File: src/rtl/counter_reload_ctrl4.sv
// Reload controller for a 4-bit loadable up-counter: turns COUT into a programmable
// one-shot or periodic timer with a shadowed period register and an expiry counter.
module counter_reload_ctrl4 #(
  parameter int TCNT_W = 8
) (
  input  logic              CLK,
  input  logic              ASYNCRESET,
  input  logic [3:0]        PERIOD,
  input  logic              PERIOD_VALID,
  output logic              PERIOD_READY,
  input  logic              START,
  input  logic              STOP,
  input  logic              MODE,
  input  logic              CNT_COUT,
  output logic [3:0]        DATA,
  output logic              LOAD,
  output logic              TICK,
  output logic              BUSY,
  output logic [TCNT_W-1:0] TICK_CNT
);

  typedef enum logic {IDLE, RUN} state_t;

  state_t            state_q, state_d;
  logic [3:0]        active_q, shadow_q;
  logic              pending_q;
  logic [TCNT_W-1:0] tick_cnt_q;
  logic              accept;
  logic              clr_cnt;
  logic [3:0]        eff;

  // Period N (0 meaning 16) becomes the value that leaves N counts until COUT.
  function automatic logic [3:0] reload_value(input logic [3:0] n);
    return 4'd0 - n;
  endfunction

  assign PERIOD_READY = !pending_q;
  assign accept       = PERIOD_VALID && !pending_q;
  assign eff          = pending_q ? shadow_q : active_q;
  assign DATA         = reload_value(eff);
  assign BUSY         = (state_q == RUN);
  assign TICK_CNT     = tick_cnt_q;

  always_comb begin
    state_d = state_q;
    LOAD    = 1'b0;
    TICK    = 1'b0;
    clr_cnt = 1'b0;
    case (state_q)
      IDLE: begin
        if (START) begin
          LOAD    = 1'b1;
          clr_cnt = 1'b1;
          state_d = RUN;
        end
      end
      RUN: begin
        TICK = CNT_COUT;
        if (STOP) begin
          state_d = IDLE;
        end else if (START) begin
          LOAD    = 1'b1;
          clr_cnt = 1'b1;
        end else if (CNT_COUT && MODE) begin
          LOAD = 1'b1;
        end else if (CNT_COUT) begin
          state_d = IDLE;
        end
      end
      default: state_d = IDLE;
    endcase
  end

  always_ff @(posedge CLK or posedge ASYNCRESET) begin
    if (ASYNCRESET) begin
      state_q    <= IDLE;
      tick_cnt_q <= '0;
    end else begin
      state_q <= state_d;
      if (clr_cnt)
        tick_cnt_q <= '0;
      else if (TICK)
        tick_cnt_q <= tick_cnt_q + 1'b1;
    end
  end

  // A new period only reaches active at a reload (or immediately while idle),
  // so the interval in flight always completes with the period it started with.
  always_ff @(posedge CLK or posedge ASYNCRESET) begin
    if (ASYNCRESET) begin
      active_q  <= '0;
      shadow_q  <= '0;
      pending_q <= 1'b0;
    end else begin
      if (accept) begin
        shadow_q  <= PERIOD;
        pending_q <= 1'b1;
      end else if (LOAD || state_q == IDLE) begin
        pending_q <= 1'b0;
      end
      if (LOAD)
        active_q <= eff;
      else if (state_q == IDLE && pending_q)
        active_q <= shadow_q;
    end
  end

endmodule

File: config.mk
export PLATFORM = sky130hd
export DESIGN_NAME = counter_reload_ctrl4
export DESIGN_NICKNAME = d
export VERILOG_FILES = /design/src/rtl/counter_reload_ctrl4.sv
export SDC_FILE = /design/constraint.sdc
export NUM_CORES = 1
export LEC_CHECK = 0
export CELL_PAD_IN_SITES_DETAIL_PLACEMENT = 0
export CELL_PAD_IN_SITES_GLOBAL_PLACEMENT = 1
export CORE_MARGIN = 10
export CORE_UTILIZATION = 37
export DETAILED_ROUTE_END_ITERATION = 10
export HOLD_SLACK_MARGIN = 0.03
export PLACE_DENSITY_LB_ADDON = 0.1
export SYNTH_ARGS = -nofsm -noshare
export SYNTH_HDL_FRONTEND = slang
export SYNTH_SLANG_ARGS = --single-unit
File: constraint.sdc
create_clock -name CLK -period 2.9 [get_ports CLK]
set_input_delay 0.435 -clock CLK [delete_from_list [all_inputs] [get_ports CLK]]
set_output_delay 0.435 -clock CLK [all_outputs]
set_load 0.03 [all_outputs]
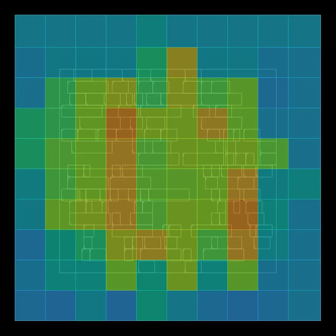
(run_1/congestion.png)
M2 GR Usage: 0.120
GRT busiest layer: met2
met3 GRT Util: 0.0357

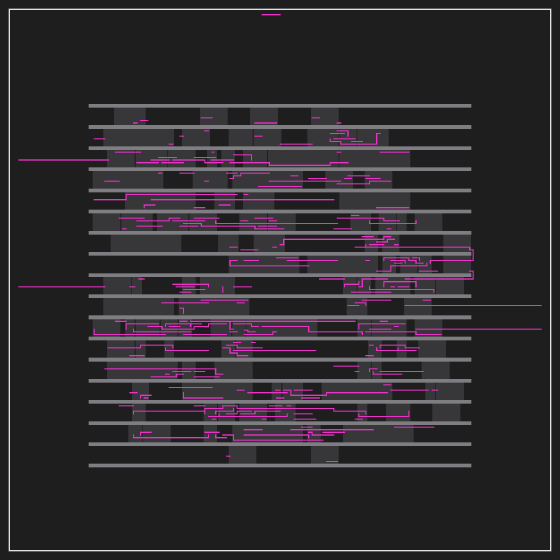
(run_1/layer_met1.png)
Supply wires on this layer in grey.
main direction	horizontal
share of all routed wire	46%
wire length on this layer	877 µm
nets with wire on the layer	104
WL final: 1900 µm
met1 usage: 0.0864
routed vias: 707

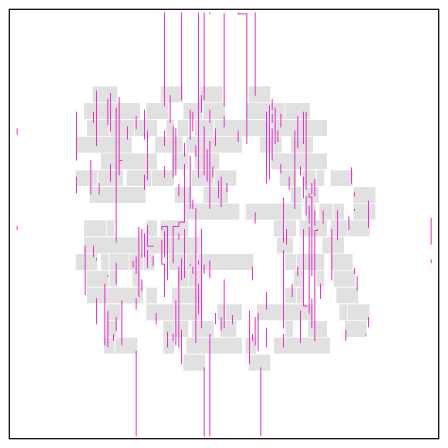
(run_1/layer_met2.png)
main direction	vertical
longest straight run	26.7 µm
nets with wire on the layer	109
share of all routed wire	45%

==> impl_metrics.env, run 1 <==
# source this file to load flow results
export IMPL_comb_area_um2=417
export IMPL_die_h_um=69.4
export IMPL_cts_buffers=3
export IMPL_die_x_um=69.4
export IMPL_largest_reg_flops=8
export IMPL_seq_area_um2=450
export IMPL_wl_met1_um=876
export IMPL_reg2reg_from="pending_q"
export IMPL_r2r_slack_ns=1.32
export IMPL_clk_latency_ns=0.29
export IMPL_wl_met3_um=169
export IMPL_tool_warnings=26
export IMPL_setup_viol=0
export IMPL_final_area_um2=1220
export IMPL_place_hpwl_um=1490
export IMPL_sh_comb_area=0.341
export IMPL_cts_sinks=18
export IMPL_fillerInstances=210
export IMPL_placed_area_um2=1180
export IMPL_relSlewSlack=0.537
export IMPL_status="finished clean"
export IMPL_floorplan_core_util=0.397
export IMPL_seqPwrFrac=0.376
export IMPL_ctsHoldBuffers=0
export IMPL_syn_avg_cell_area_um2=10.9
export IMPL_hp_class="reg2reg"
export IMPL_ys_warn_count=0
export IMPL_grt_usage=0.0757
export IMPL_inverters=6
export IMPL_synth_seq_area_share=0.498
export IMPL_power_leader="combinational logic"
export IMPL_yosys_area_top_type="dfrtp_1"
export IMPL_cap_viol_max_count=0
export IMPL_num_nets_final=125
export IMPL_clk_pin_slew_ns=0.10
export IMPL_num_multi_input_gates=57
export IMPL_fmax_mhz=382
export IMPL_grt_max_degree=19
export IMPL_min_to="active_q[1]"
export IMPL_coreArea_um2=2280
export IMPL_placed_cells=135
export IMPL_rr_worst_depth=3
export IMPL_port_buffers=26
export IMPL_powerDensity_nw_per_um2=752
export IMPL_areaGrowthSynthToFinish_pct=35.0
export IMPL_syn_area_um2=905
export IMPL_tapCellCount=28
export IMPL_cp_start_kind="register"
export IMPL_pre_cts_ws_ns=0.499
export IMPL_p_clk_frac=0.165
export IMPL_seq_share=0.369
export IMPL_ys_sh_adder=0.0277
export IMPL_drive_above_1_share=0.126
export IMPL_drc=0
export IMPL_largest_class="registers"
export IMPL_hp_start="active_q[1]"
export IMPL_final_util=0.537
export IMPL_top_cells_by_count="dfrtp_1, a21oi_1, mux2_2"
export IMPL_pg_comb_uw=421
export IMPL_first_pass_iters=4
export IMPL_max_slew_worst_pin_slew_ns=0.692
export IMPL_combPwrFrac=0.458
export IMPL_synth_cells=83
export IMPL_top_layer="met4"
export IMPL_p_clk_uw=152
export IMPL_nClkBuffers=4
export IMPL_ir_worst_vdd_mv=0.659
export IMPL_power_switching_uw=343
export IMPL_crit_arrival_ns=2.18
export IMPL_rsz0062_at_grt="false"
export IMPL_flop_count=18
export IMPL_edf_count=0
export IMPL_cp_end_kind="output port"
export IMPL_postCtsSetupBuffers=0
export IMPL_min_path_cells=1
export IMPL_p_sw_frac=0.373
export IMPL_finalCriticalPeriod_ns=2.62
export IMPL_top_cell_area_share=0.498
export IMPL_clock_tree_root_cell="clkbuf_4"
export IMPL_finalWeightedCongestion=0.748
export IMPL_bufAreaShareNonClock=0.213
export IMPL_hold_ws_ns=0.516
export IMPL_final_common_cell="clkdlybuf4s50_1"
export IMPL_antenna_found_initial=0
export IMPL_slew_viol_final=0
==> run 1 -> run 2 <==
--- a/config.mk
+++ b/config.mk
@@ -9,6 +9,7 @@
 export CELL_PAD_IN_SITES_GLOBAL_PLACEMENT = 1
 export CORE_MARGIN = 10
 export CORE_UTILIZATION = 37
+export CTS_CLUSTER_SIZE = 24
 export DETAILED_ROUTE_END_ITERATION = 10
 export HOLD_SLACK_MARGIN = 0.03
 export PLACE_DENSITY_LB_ADDON = 0.1
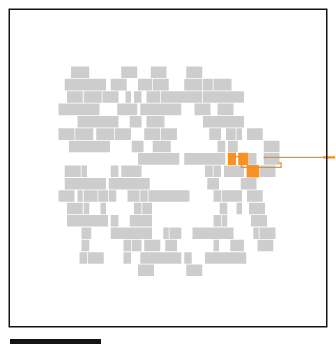
(run_2/io_fan.png)
Scale bar: 20 µm.
colour	port	bits	direction	edge	end cells	buffers	wire
orange	`MODE`	1	input	right	3	1	27.8 µm
# IOs: 27
PortBufs: 26

==> impl_metrics.env, run 2 <==
# source this file to load flow results
export IMPL_areaGrowthSynthToFinish_pct=35.0
export IMPL_die_h_um=69.4
export IMPL_max_slew_worst_pin_slew_ns=0.692
export IMPL_top_layer="met4"
export IMPL_grtUsageMet3=0.0357
export IMPL_wl_um=1900
export IMPL_via_count=707
export IMPL_placed_cells=135
export IMPL_hp_start="active_q[1]"
export IMPL_combPwrFrac=0.458
export IMPL_fmax_mhz=382
export IMPL_top_cell_area_share=0.498
export IMPL_place_hpwl_um=1490
export IMPL_clk_latency_ns=0.29
export IMPL_tapCellCount=28
export IMPL_first_pass_iters=4
export IMPL_synth_cells=83
export IMPL_drc=0
export IMPL_pre_cts_ws_ns=0.499
export IMPL_powerDensity_nw_per_um2=752
export IMPL_cp_end_kind="output port"
export IMPL_grt_usage=0.0757
export IMPL_comb_area_um2=417
export IMPL_clk_pin_slew_ns=0.10
export IMPL_seq_share=0.369
export IMPL_use_met1=0.0864
export IMPL_seqPwrFrac=0.376
export IMPL_inverters=6
export IMPL_clock_tree_root_cell="clkbuf_4"
export IMPL_largest_reg_flops=8
export IMPL_coreArea_um2=2280
export IMPL_p_clk_uw=152
export IMPL_reg2reg_from="pending_q"
export IMPL_synth_seq_area_share=0.498
export IMPL_syn_area_um2=905
export IMPL_rsz0062_at_grt="false"
export IMPL_ir_worst_vdd_mv=0.659
export IMPL_nClkBuffers=4
export IMPL_die_x_um=69.4
export IMPL_wl_met3_um=169
export IMPL_min_to="active_q[1]"
export IMPL_status="finished clean"
export IMPL_pg_comb_uw=421
==> run_2/layer_met2.png <==
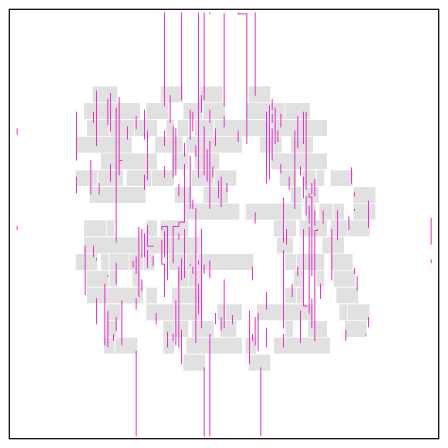

==> run 2 -> run 3 <==
--- a/config.mk
+++ b/config.mk
@@ -8,7 +8,7 @@
 export CELL_PAD_IN_SITES_DETAIL_PLACEMENT = 0
 export CELL_PAD_IN_SITES_GLOBAL_PLACEMENT = 1
 export CORE_MARGIN = 10
-export CORE_UTILIZATION = 37
+export CORE_UTILIZATION = 35
 export CTS_CLUSTER_SIZE = 24
 export DETAILED_ROUTE_END_ITERATION = 10
 export HOLD_SLACK_MARGIN = 0.03
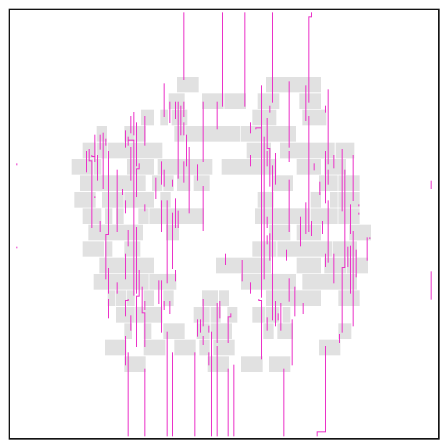
(run_3/layer_met2.png)
longest straight run	35.0 µm
nets with wire on the layer	108
main direction	vertical
M2 GR Usage: 0.135
WL final: 1880 µm
routed vias: 699

==> impl_metrics.env, run 3 <==
# source this file to load flow results
export IMPL_wl_met1_um=792
export IMPL_critPathBufInv=1
export IMPL_p_clk_frac=0.164
export IMPL_first_pass_iters=4
export IMPL_p_clk_uw=150
export IMPL_flop_count=18
export IMPL_largest_reg_flops=8
export IMPL_final_cells=141
export IMPL_placed_area_um2=1190
export IMPL_max_slew_worst_pin_slew_ns=0.670
export IMPL_ir_worst_vdd_mv=0.676
export IMPL_cts_sinks=18
export IMPL_finalCriticalPeriod_ns=2.62
export IMPL_areaGrowthSynthToFinish_pct=35.3
export IMPL_pre_cts_ws_ns=0.505
export IMPL_seqPwrFrac=0.377
export IMPL_viasPerCell=4.96
export IMPL_relSlewSlack=0.553
export IMPL_die_area_um2=5020
export IMPL_cts_buffers=3
export IMPL_p_sw_frac=0.371
export IMPL_grt_busiest_layer="met2"
export IMPL_synth_seq_area_share=0.498
export IMPL_crit_chain="mux2i_1, ha_1, xor2_1, clkdlybuf4s50_1"
export IMPL_placed_cells=137
export IMPL_clk_pin_slew_ns=0.10
export IMPL_die_h_um=70.8
export IMPL_synth_cells=83
export IMPL_antenna_found_initial=0
export IMPL_clk_latency_ns=0.29
export IMPL_signal_buffers=26
export IMPL_grtUsageMet3=0.0446
export IMPL_edf_count=0
export IMPL_min_path_cells=1
export IMPL_power_switching_uw=339
export IMPL_crit_end="DATA[2]"
export IMPL_port_buffers=26
export IMPL_final_area_um2=1220
export IMPL_seq_area_um2=450
export IMPL_cap_viol_max_count=0
export IMPL_ys_warn_count=0
export IMPL_die_x_um=70.8
export IMPL_sh_comb_area=0.340
export IMPL_fmax_mhz=382
export IMPL_drive_above_1_share=0.126
export IMPL_largest_class="registers"
export IMPL_cp_start_kind="register"
export IMPL_slew_viol_final=0
export IMPL_coreArea_um2=2480
export IMPL_wl_met3_um=128
export IMPL_top_layer="met4"
export IMPL_floorplan_core_util=0.365
export IMPL_postCtsSetupBuffers=0
export IMPL_rsz0062_at_grt="false"
export IMPL_io_pins=27
export IMPL_comb_area_um2=417
export IMPL_ys_sh_adder=0.0277
export IMPL_combPwrFrac=0.459
export IMPL_seq_share=0.368
export IMPL_setup_viol=0
export IMPL_tool_warnings=26
export IMPL_place_hpwl_um=1500
export IMPL_final_util=0.494
export IMPL_status="finished clean"
export IMPL_finalWeightedCongestion=0.696
export IMPL_bufAreaShareNonClock=0.213
export IMPL_grt_usage=0.0759
export IMPL_syn_avg_cell_area_um2=10.9
export IMPL_crit_arrival_ns=2.18
export IMPL_top_logic_kind="multiplexers"
export IMPL_clock_tree_root_cell="clkbuf_4"
export IMPL_r2r_slack_ns=1.36
export IMPL_cp_end_kind="output port"
export IMPL_fillerInstances=248
export IMPL_tapCellCount=30
export IMPL_inverters=6
export IMPL_min_to="active_q[3]"
export IMPL_hp_class="reg2reg"
export IMPL_powerDensity_nw_per_um2=748
export IMPL_rr_worst_depth=3
export IMPL_pg_comb_uw=420
export IMPL_hp_start="active_q[3]"
export IMPL_syn_area_um2=905
export IMPL_ctsHoldBuffers=0
export IMPL_nClkBuffers=4
export IMPL_hold_ws_ns=0.514
export IMPL_use_met1=0.0759
export IMPL_top_cell_area_share=0.498
